===== src/rtl/bcd_count_pkg.sv =====
// Shared types and constants for the 3-digit BCD counter and its
// multiplexed 7-segment display.
package bcd_count_pkg;

    typedef enum logic [1:0] {
        ST_IDLE,
        ST_RUN,
        ST_PAUSE,
        ST_DONE
    } state_e;

    localparam logic [3:0] BCD_MAX = 4'd9;

    // Common-anode glyphs, bit order {g,f,e,d,c,b,a}, active-low
    localparam logic [6:0] SEG_BLANK = 7'b1111111;
    localparam logic [0:9][6:0] SEG_GLYPH = {
        7'b1000000,
        7'b1111001,
        7'b0100100,
        7'b0110000,
        7'b0011001,
        7'b0010010,
        7'b0000010,
        7'b1111000,
        7'b0000000,
        7'b0010000
    };

endpackage


===== src/rtl/bcd_to_seg7.sv =====
// Combinational BCD to active-low 7-segment decoder; non-BCD codes
// are blanked.
module bcd_to_seg7
    import bcd_count_pkg::*;
(
    input  logic [3:0] bcd_i,
    output logic [6:0] seg_o
);

    always_comb begin
        seg_o = SEG_BLANK;
        if (bcd_i <= BCD_MAX) begin
            seg_o = SEG_GLYPH[bcd_i];
        end
    end

endmodule


===== src/rtl/bcd_count_scan_ctrl.sv =====
// 3-digit BCD event counter with run/pause/done sequencing, tick
// prescaler and round-robin digit scan onto a shared segment bus.
module bcd_count_scan_ctrl
    import bcd_count_pkg::*;
#(
    parameter int TICK_DIV = 10,
    parameter int SCAN_DIV = 4,
    parameter int WRAP     = 0
) (
    input  logic       CLK,
    input  logic       RESET,
    input  logic       START,
    input  logic       CLEAR,
    output logic [3:0] COUNT_1,
    output logic [3:0] COUNT_10,
    output logic [3:0] COUNT_100,
    output logic       RUNNING,
    output logic       DONE,
    output logic [6:0] SEG,
    output logic [2:0] DIG_SEL
);

    localparam int PW = (TICK_DIV > 2) ? $clog2(TICK_DIV) : 1;
    localparam int SW = (SCAN_DIV > 1) ? $clog2(SCAN_DIV) : 1;
    localparam logic [PW-1:0] PRE_LAST  = PW'(TICK_DIV - 1);
    localparam logic [SW-1:0] SCAN_LAST = SW'(SCAN_DIV - 1);

    state_e        state_q, state_d;
    logic [PW-1:0] pre_q, pre_d;
    logic [3:0]    u_q, u_d, t_q, t_d, h_q, h_d;
    logic [SW-1:0] scan_q, scan_d;
    logic [1:0]    idx_q, idx_d;
    logic [2:0]    dig_q, dig_d;
    logic [6:0]    seg_q, seg_w;
    logic [3:0]    mux_digit;
    logic          tick, at_max, stop_at_max;

    assign tick        = (state_q == ST_RUN) && (pre_q == PRE_LAST);
    assign at_max      = (u_q == BCD_MAX) && (t_q == BCD_MAX)
                         && (h_q == BCD_MAX);
    assign stop_at_max = tick && at_max && (WRAP == 0);

    always_ff @(posedge CLK or posedge RESET) begin
        if (RESET) begin
            state_q <= ST_IDLE;
        end else begin
            state_q <= state_d;
        end
    end

    // Terminal count outranks a coincident START so DONE cannot be skipped
    always_comb begin
        state_d = state_q;
        if (CLEAR) begin
            state_d = ST_IDLE;
        end else begin
            unique case (state_q)
                ST_IDLE:  if (START) state_d = ST_RUN;
                ST_RUN: begin
                    if (stop_at_max)  state_d = ST_DONE;
                    else if (START)   state_d = ST_PAUSE;
                end
                ST_PAUSE: if (START) state_d = ST_RUN;
                ST_DONE:  state_d = ST_DONE;
                default:  state_d = ST_IDLE;
            endcase
        end
    end

    always_comb begin
        RUNNING = (state_q == ST_RUN);
        DONE    = (state_q == ST_DONE);
    end

    always_comb begin
        pre_d = '0;
        if (!CLEAR) begin
            unique case (state_q)
                ST_RUN:   pre_d = tick ? '0 : pre_q + 1'b1;
                ST_PAUSE: pre_d = pre_q;
                default:  pre_d = '0;
            endcase
        end
    end

    always_comb begin
        u_d = u_q;
        t_d = t_q;
        h_d = h_q;
        if (CLEAR) begin
            u_d = '0;
            t_d = '0;
            h_d = '0;
        end else if (tick && !stop_at_max) begin
            u_d = (u_q == BCD_MAX) ? 4'd0 : u_q + 4'd1;
            if (u_q == BCD_MAX) begin
                t_d = (t_q == BCD_MAX) ? 4'd0 : t_q + 4'd1;
                if (t_q == BCD_MAX) begin
                    h_d = (h_q == BCD_MAX) ? 4'd0 : h_q + 4'd1;
                end
            end
        end
    end

    always_comb begin
        scan_d = (scan_q == SCAN_LAST) ? '0 : scan_q + 1'b1;
        idx_d  = idx_q;
        if (scan_q == SCAN_LAST) begin
            idx_d = (idx_q == 2'd2) ? 2'd0 : idx_q + 2'd1;
        end
    end

    always_comb begin
        case (idx_q)
            2'd1:    mux_digit = t_q;
            2'd2:    mux_digit = h_q;
            default: mux_digit = u_q;
        endcase
        dig_d = 3'b111 ^ (3'b001 << idx_q);
    end

    bcd_to_seg7 u_dec (
        .bcd_i (mux_digit),
        .seg_o (seg_w)
    );

    always_ff @(posedge CLK or posedge RESET) begin
        if (RESET) begin
            pre_q  <= '0;
            u_q    <= '0;
            t_q    <= '0;
            h_q    <= '0;
            scan_q <= '0;
            idx_q  <= '0;
            dig_q  <= 3'b110;
            seg_q  <= SEG_GLYPH[0];
        end else begin
            pre_q  <= pre_d;
            u_q    <= u_d;
            t_q    <= t_d;
            h_q    <= h_d;
            scan_q <= scan_d;
            idx_q  <= idx_d;
            dig_q  <= dig_d;
            seg_q  <= seg_w;
        end
    end

    assign COUNT_1   = u_q;
    assign COUNT_10  = t_q;
    assign COUNT_100 = h_q;
    assign SEG       = seg_q;
    assign DIG_SEL   = dig_q;

endmodule


===== config.mk =====
export PLATFORM = sky130hd
export DESIGN_NAME = bcd_count_scan_ctrl
export DESIGN_NICKNAME = d
export VERILOG_FILES = /design/src/rtl/bcd_count_pkg.sv /design/src/rtl/bcd_to_seg7.sv /design/src/rtl/bcd_count_scan_ctrl.sv
export SDC_FILE = /design/constraint.sdc
export NUM_CORES = 1
export LEC_CHECK = 0
export ABC_AREA = 1
export CAP_MARGIN = 5
export CORE_MARGIN = 4
export CORE_UTILIZATION = 35
export CTS_CLUSTER_DIAMETER = 60
export DETAILED_ROUTE_END_ITERATION = 10
export PLACE_DENSITY_LB_ADDON = 0.1
export SETUP_SLACK_MARGIN = 0.5
export SYNTH_ARGS = -nofsm -noshare
export SYNTH_HDL_FRONTEND = slang
export SYNTH_SLANG_ARGS = --single-unit

===== constraint.sdc =====
create_clock -name CLK -period 2.18 [get_ports CLK]
set_clock_uncertainty 0.05 [all_clocks]
set_input_delay 0.545 -clock CLK [delete_from_list [all_inputs] [get_ports CLK]]
set_output_delay 0.545 -clock CLK [all_outputs]
set_load 0.01 [all_outputs]

==> results_slide.txt, run 1 <==
Key Metrics from the Run

Clock network
  – PostCTS Resize Cnt: 44
  – Sink Count: 32
  – CTS tree: done
  – # Post-CTS Setup Buffers: 18
  – Root Buffer: clkbuf_8
  – Clock transition at the registers of the reported paths: 0.06 ns
  – Max clock buf depth: 2
  – Total number of H-tree levels: 2
  – Hold_buf cts: 0

Placed design
  – DP HPWL: 2686 µm
  – Cell Area, Placed: 2267 µm²
  – Dpl cells: 315
  – DP Worst Slack: 0.2116 ns

Pwr
  – Seq power: 639 µW
  – Static Leak: 1.342 nW
  – Sequential share of power: 48.0%
  – P per Cell Area: 500.4 nW/µm²
  – Sw frac: 25.01%
  – Sw power: 332.5 µW
  – Int Pwr: 997.3 µW
  – Top pwr grp: registers
  – Max VDD drop: 0.2864 mV
  – P_comb: 199 µW

Synthesis
  – Yosys warnings: 0
  – Synth area leader: dfrtp_1
  – Simple share: 23.48%
  – XOR Share, Synth: 3.823%
  – Yosys Chip Area: 1833 µm²
  – Adder and majority cell fraction of the synthesized area: 14.33%
  – Post-Synth AOI/OAI Area: 6.212%
  – # Cells Yosys: 219
  – Most common cell in the netlist: nand2_1
  – Mux frac, synth: 0.5461%
  – Post-synth EDFFs: 0
  – Seq share, synth: 43.89%
  – Asr flop ratio synth: 100.0%
  – Cells after Synth: 219
  – Biggest area cells: dfrtp_1 (40%), ha_1 (14%), nand2_1 (12%), inv_1 (6.3%), nand3_1 (6.0%)
  – #FFs+latches synth: 32
  – Most common library cells after synthesis: nand2_1 (57), inv_1 (31), dfrtp_1 (29), nand3_1 (22), ha_1 (21)

Worst setup path
  – Worst reg2reg startpoint: idx_q[0]
  – CP Cell Sequence: buf_4 -> nand2_2 -> inv_2 -> dlygate4sd2_1
  – Critical path required time: 1.58 ns
  – Crit. Startpoint: state_q[0]
  – Startpoint Class: flip-flop
  – Buf+Inv Stages, Crit Path: 3
  – FF-to-FF path depth: 11
  – Flop2flop setup slack: 0.43 ns
  – Crit path max-delay family: buffers and inverters
  – CP peak stage delay: 0.37 ns
  – Worst Path Arrival: 1.19 ns
  – Slowest-stage cell, CP: dfrtp_1
  – Crit path depth: 4

STA
  – Worst-margin pin slew: 0.4115 ns
  – Worst Slack Setup Final: 0.3985 ns
  – Worst relative slew slack: 72.56%
  – WHS: 0.3700 ns
  – TNS Setup: 0 ns
  – Period minus WS final: 1.782 ns
  – Max Freq: 561.3 MHz
  – Final Slew Violations: 0
  – RSZ-0062 raised after global routing: yes
  – Endpoints failing hold: 0
  – # setup viols final: 0

Floorplan
  – Die Height: 80.37 µm
  – Chip area: 6459 µm²
  – Pre-Place Util: 35.89%
  – Die width: 80.37 µm
  – I/O pin cnt: 28
  – Site Rows: 26
  – Core Region: 5107 µm²
  – N_taps: 70

Layout
  – Area grow syn2layout: 44.98%
  – Inverters, non-clock: 32
  – Post-layout util: 52.03%
  – Post-route cell area: 2658 µm²
  – Fraction of area in registers: 30.74%
  – Clk cell area share: 3.766%
  – Top cell category: multi-input combinational cells
  – Storage element area: 817.0 µm²
  – NonClk Buf Share: 17.04%
  – Signal buffers: 53
  – Top logic cells by instance count in the layout: nand2_1 (52), inv_1 (25), buf_4 (25), dlygate4sd2_1 (22)
  – Comb area: 1071 µm²
  – Clock Buffer Count: 8
  – Flip-flops: 32
  – Filler Cell Count: 491
  – Comb_multi_in: 153
  – # diodes: 0

Detailed routing
  – Number of remaining DRC errors: 0
  – Met3 WL post-DR: 164 µm
  – Post-route ant nets: 0
  – Vias per cell: 4.509
  – DR WL met2: 1882 µm
  – Met1 wire length: 1811 µm
  – Highest routed layer: met4

Global route
  – Vias in the first global route: 1498
  – Met1 usage: 17.34%
  – GRT Residual Overflow: 0
  – Largest net degree at the start of global routing: 33
  – GR Util met3: 2.691%
  – GR Util met2: 22.02%
  – Initial antenna violation count: 0
  – Most Crowded Layer GR: met2

Flow run
  – Tool warning count: 43
  – Max-Cap Viols: 0

Run status
  – Run status: finished, final reports clean

Worst hold path
  – Hold path start: scan_q[0]
  – Min-delay worst type: flip-flop to flip-flop
  – Hold Path Cell Cnt: 1
run_1/route_heat.png
16 x 16 tiles, from black (low) to pale yellow (high), scaled to the fullest tile. Values are wire area over tile area, all layers added.
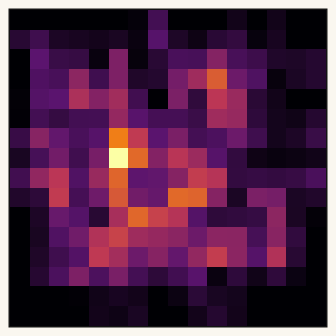
densest ninth of the die = middle
tiles over half the peak = 6.2%
nearly empty tiles = 20%
fullest tile = 0.51
mean over tiles = 0.097
WL per Instance: 11.34 µm
Routed WL: 3948 µm
GRT Overall Usage: 13.71%
vias: 1569

run_1/closeup.png
Scale bar: 10 µm. Region (28, 12) to (53, 37) µm. Cells in grey, sequential cells in the stronger grey; small squares are vias.
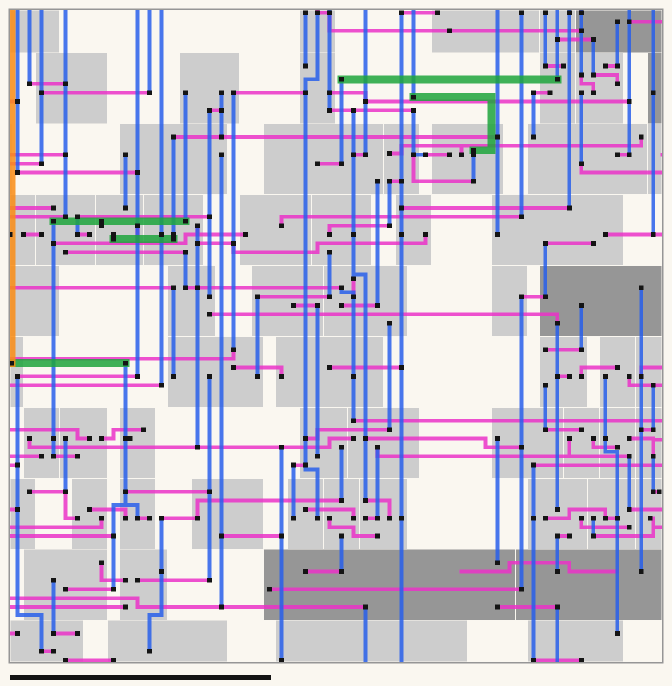
blue -> M2
magenta -> M1
green -> M3
orange -> M4
netlist names of flops here include = state_q (2), COUNT_1 (1)
most frequent = nand2_1 (9), buf_4 (5)
sequential cells in the window = 3
cells with their middle in the window = 56

run_1/clock_wires.png
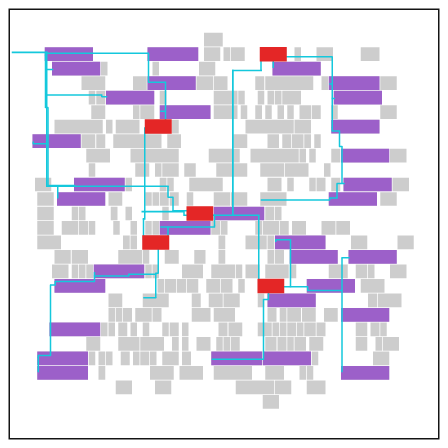
cyan -> clock wires  # length 444 µm
red -> clock-net drivers  # count 5
purple -> flip-flops  # count 32
routed clock nets = 6
flops lie = spread over the die
Clk power: 491 µW
clock group share of total power: 37.0%
Late-Pin Clk Latency: 0.28 ns

run_1/gates.png
Scale bar: 20 µm.
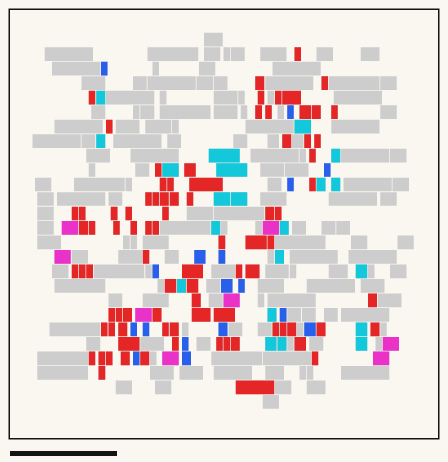
magenta -> xor and xnor cells  # cells 8
red -> nand cells  # cells 85, most used nand2_1
blue -> nor cells  # cells 17, most used nor2_1
cyan -> aoi and oai cells  # cells 21, most used o21ai_1
filler-free cell count of the finished design: 348
fraction of area in multi-input gates: 40.30%
Top cell excl fill/tap: nand2_1

==> run 2: changes to the inputs <==
clock period = 1.55 ns   (was 2.18 ns; I/O delays follow)
run_2/closeup.png
Scale bar: 10 µm. Region (28, 12) to (53, 37) µm. Cells in grey, sequential cells in the stronger grey; small squares are vias.
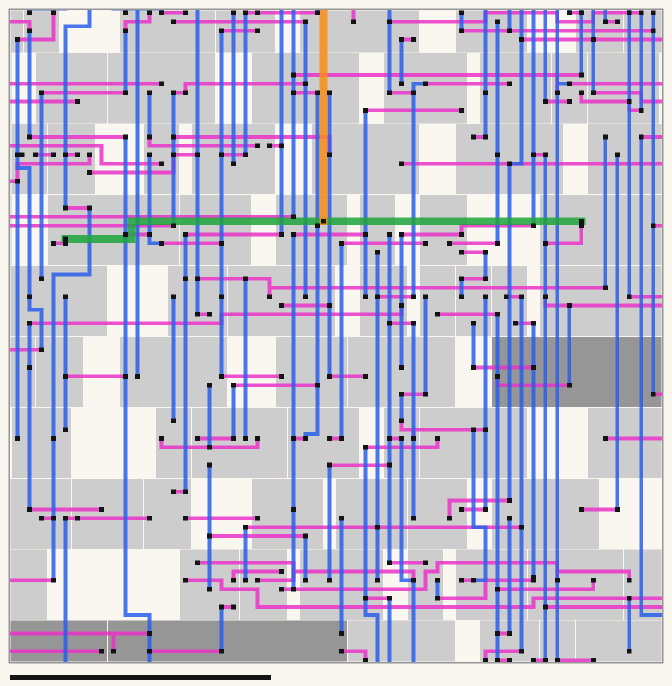
magenta -> M1
orange -> M4
green -> M3
blue -> M2
cells with their middle in the window = 67
most frequent = buf_4 (14), buf_6 (8), nand2_1 (5)
sequential cells in the window = 2
netlist names of flops here include = COUNT_1 (1), state_q (1)

==> run 2 against run 1 <==
Die size stayed put. Critical path depth is 4 higher. Final area is 22% higher. Via count is 10% higher. Clock-buffer cell count is 2 lower. Sequential cell count stayed put. The run now ends with setup timing left. Core utilization is 12 points higher.
==> results_slide.txt, run 2 <==
Key Metrics from the Run

Run status
  – Run status: complete, but fails checks
  – Failing checks: setup timing

Placed design
  – Cell Area, Placed: 2579 µm² (+14%)
  – Dpl cells: 348 (+10%)
  – DP HPWL: 3013 µm (+12%)
  – DP Worst Slack: -0.2753 ns (-0.4868 ns)

Global route
  – Largest net degree at the start of global routing: 23 (-30%)
  – Initial antenna violation count: 0 (unchanged)
  – Met1 usage: 18.34% (+1.0 points)
  – Most Crowded Layer GR: met2
  – GR Util met2: 26.90% (+4.9 points)
  – GRT Residual Overflow: 0 (unchanged)
  – GRT Overall Usage: 15.46% (+1.8 points)

STA
  – RSZ-0062 raised after global routing: yes
  – Worst Slack Setup Final: -0.1730 ns (-0.5714 ns)
  – TNS Setup: -1.073 ns (-1.073 ns)
  – # setup viols final: 7 (+7)
  – WHS: 0.3507 ns (-0.01923 ns)
  – Final Slew Violations: 0 (unchanged)
  – Worst-margin pin slew: 0.2524 ns (-0.1591 ns)
  – Endpoints failing hold: 0 (unchanged)
  – Period minus WS final: 1.723 ns

Layout
  – Post-layout util: 63.72% (+12 points)
  – Fraction of area in multi-input gates: 39.18% (-1.1 points)
  – Comb area: 1275 µm² (+19%)
  – # diodes: 0 (unchanged)
  – Top cell category: multi-input combinational cells
  – Storage element area: 818.3 µm² (+0.15%)
  – Top cell excl fill/tap: buf_4
  – Comb_multi_in: 152 (-0.65%)
  – Filler Cell Count: 458 (-6.7%)
  – Area grow syn2layout: 77.54%
  – Fraction of area in registers: 25.14% (-5.6 points)
  – Clock Buffer Count: 6 (-2)
  – Flip-flops: 32 (unchanged)

Clock network
  – Root Buffer: clkbuf_8
  – Total number of H-tree levels: 2 (unchanged)
  – # Post-CTS Setup Buffers: 22 (+4)
  – Clock transition at the registers of the reported paths: 0.06 ns (about the same)
  – Hold_buf cts: 0 (unchanged)
  – Sink Count: 32 (unchanged)

Flow run
  – Tool warning count: 43 (unchanged)
  – Max-Cap Viols: 0 (unchanged)

Synthesis
  – Biggest area cells: dfrtp_1 (40%), ha_1 (14%), nand2_1 (12%), inv_1 (6.3%), nand3_1 (6.0%)
  – Post-synth EDFFs: 0 (unchanged)
  – Mux frac, synth: 0.5461% (unchanged)
  – Most common library cells after synthesis: nand2_1 (57), inv_1 (31), dfrtp_1 (29), nand3_1 (22), ha_1 (21)
  – Synth area leader: dfrtp_1
  – # Cells Yosys: 219 (unchanged)
  – #FFs+latches synth: 32 (unchanged)
  – Asr flop ratio synth: 100.0% (unchanged)
  – Post-Synth AOI/OAI Area: 6.212% (unchanged)
  – Adder and majority cell fraction of the synthesized area: 14.33% (unchanged)
  – Cells after Synth: 219 (unchanged)

Detailed routing
  – Met3 WL post-DR: 176 µm (+7.3%)
  – Post-route ant nets: 0 (unchanged)
  – Routed WL: 4684 µm (+19%)
  – DR WL met2: 2432 µm (+29%)

Floorplan
  – Pre-Place Util: 35.89% (unchanged)
  – N_taps: 70 (unchanged)
  – Site Rows: 26 (unchanged)
  – Core Region: 5107 µm² (unchanged)

Worst setup path
  – CP Cell Sequence: inv_4 -> ha_4 -> nand3_4 -> o21ai_4 -> ha_2 -> o21ai_2 -> nand2_2 -> o21ai_1
  – Startpoint Class: flip-flop
  – Crit. Startpoint: idx_q[0]
  – Crit path depth: 8 (+4)
  – Critical path required time: 1.66 ns (+0.08 ns)
  – Crit path max-delay family: adder cells
  – Slowest-stage cell, CP: dfrtp_2
  – CP peak stage delay: 0.42 ns (+0.05 ns)

Pwr
  – Int Pwr: 1.445 mW (+45%)
  – Sequential share of power: 45.5% (-2.5 points)
  – Sw power: 537.3 µW (+62%)
  – Sw frac: 27.10% (+2.1 points)
  – P_comb: 423 µW (+110%)
  – Clock group share of total power: 33.2% (-3.8 points)

Worst hold path
  – Min-delay worst type: primary input to asynchronous set/reset pin
Power figures rest on the tool's default switching activity, not on a simulated workload.
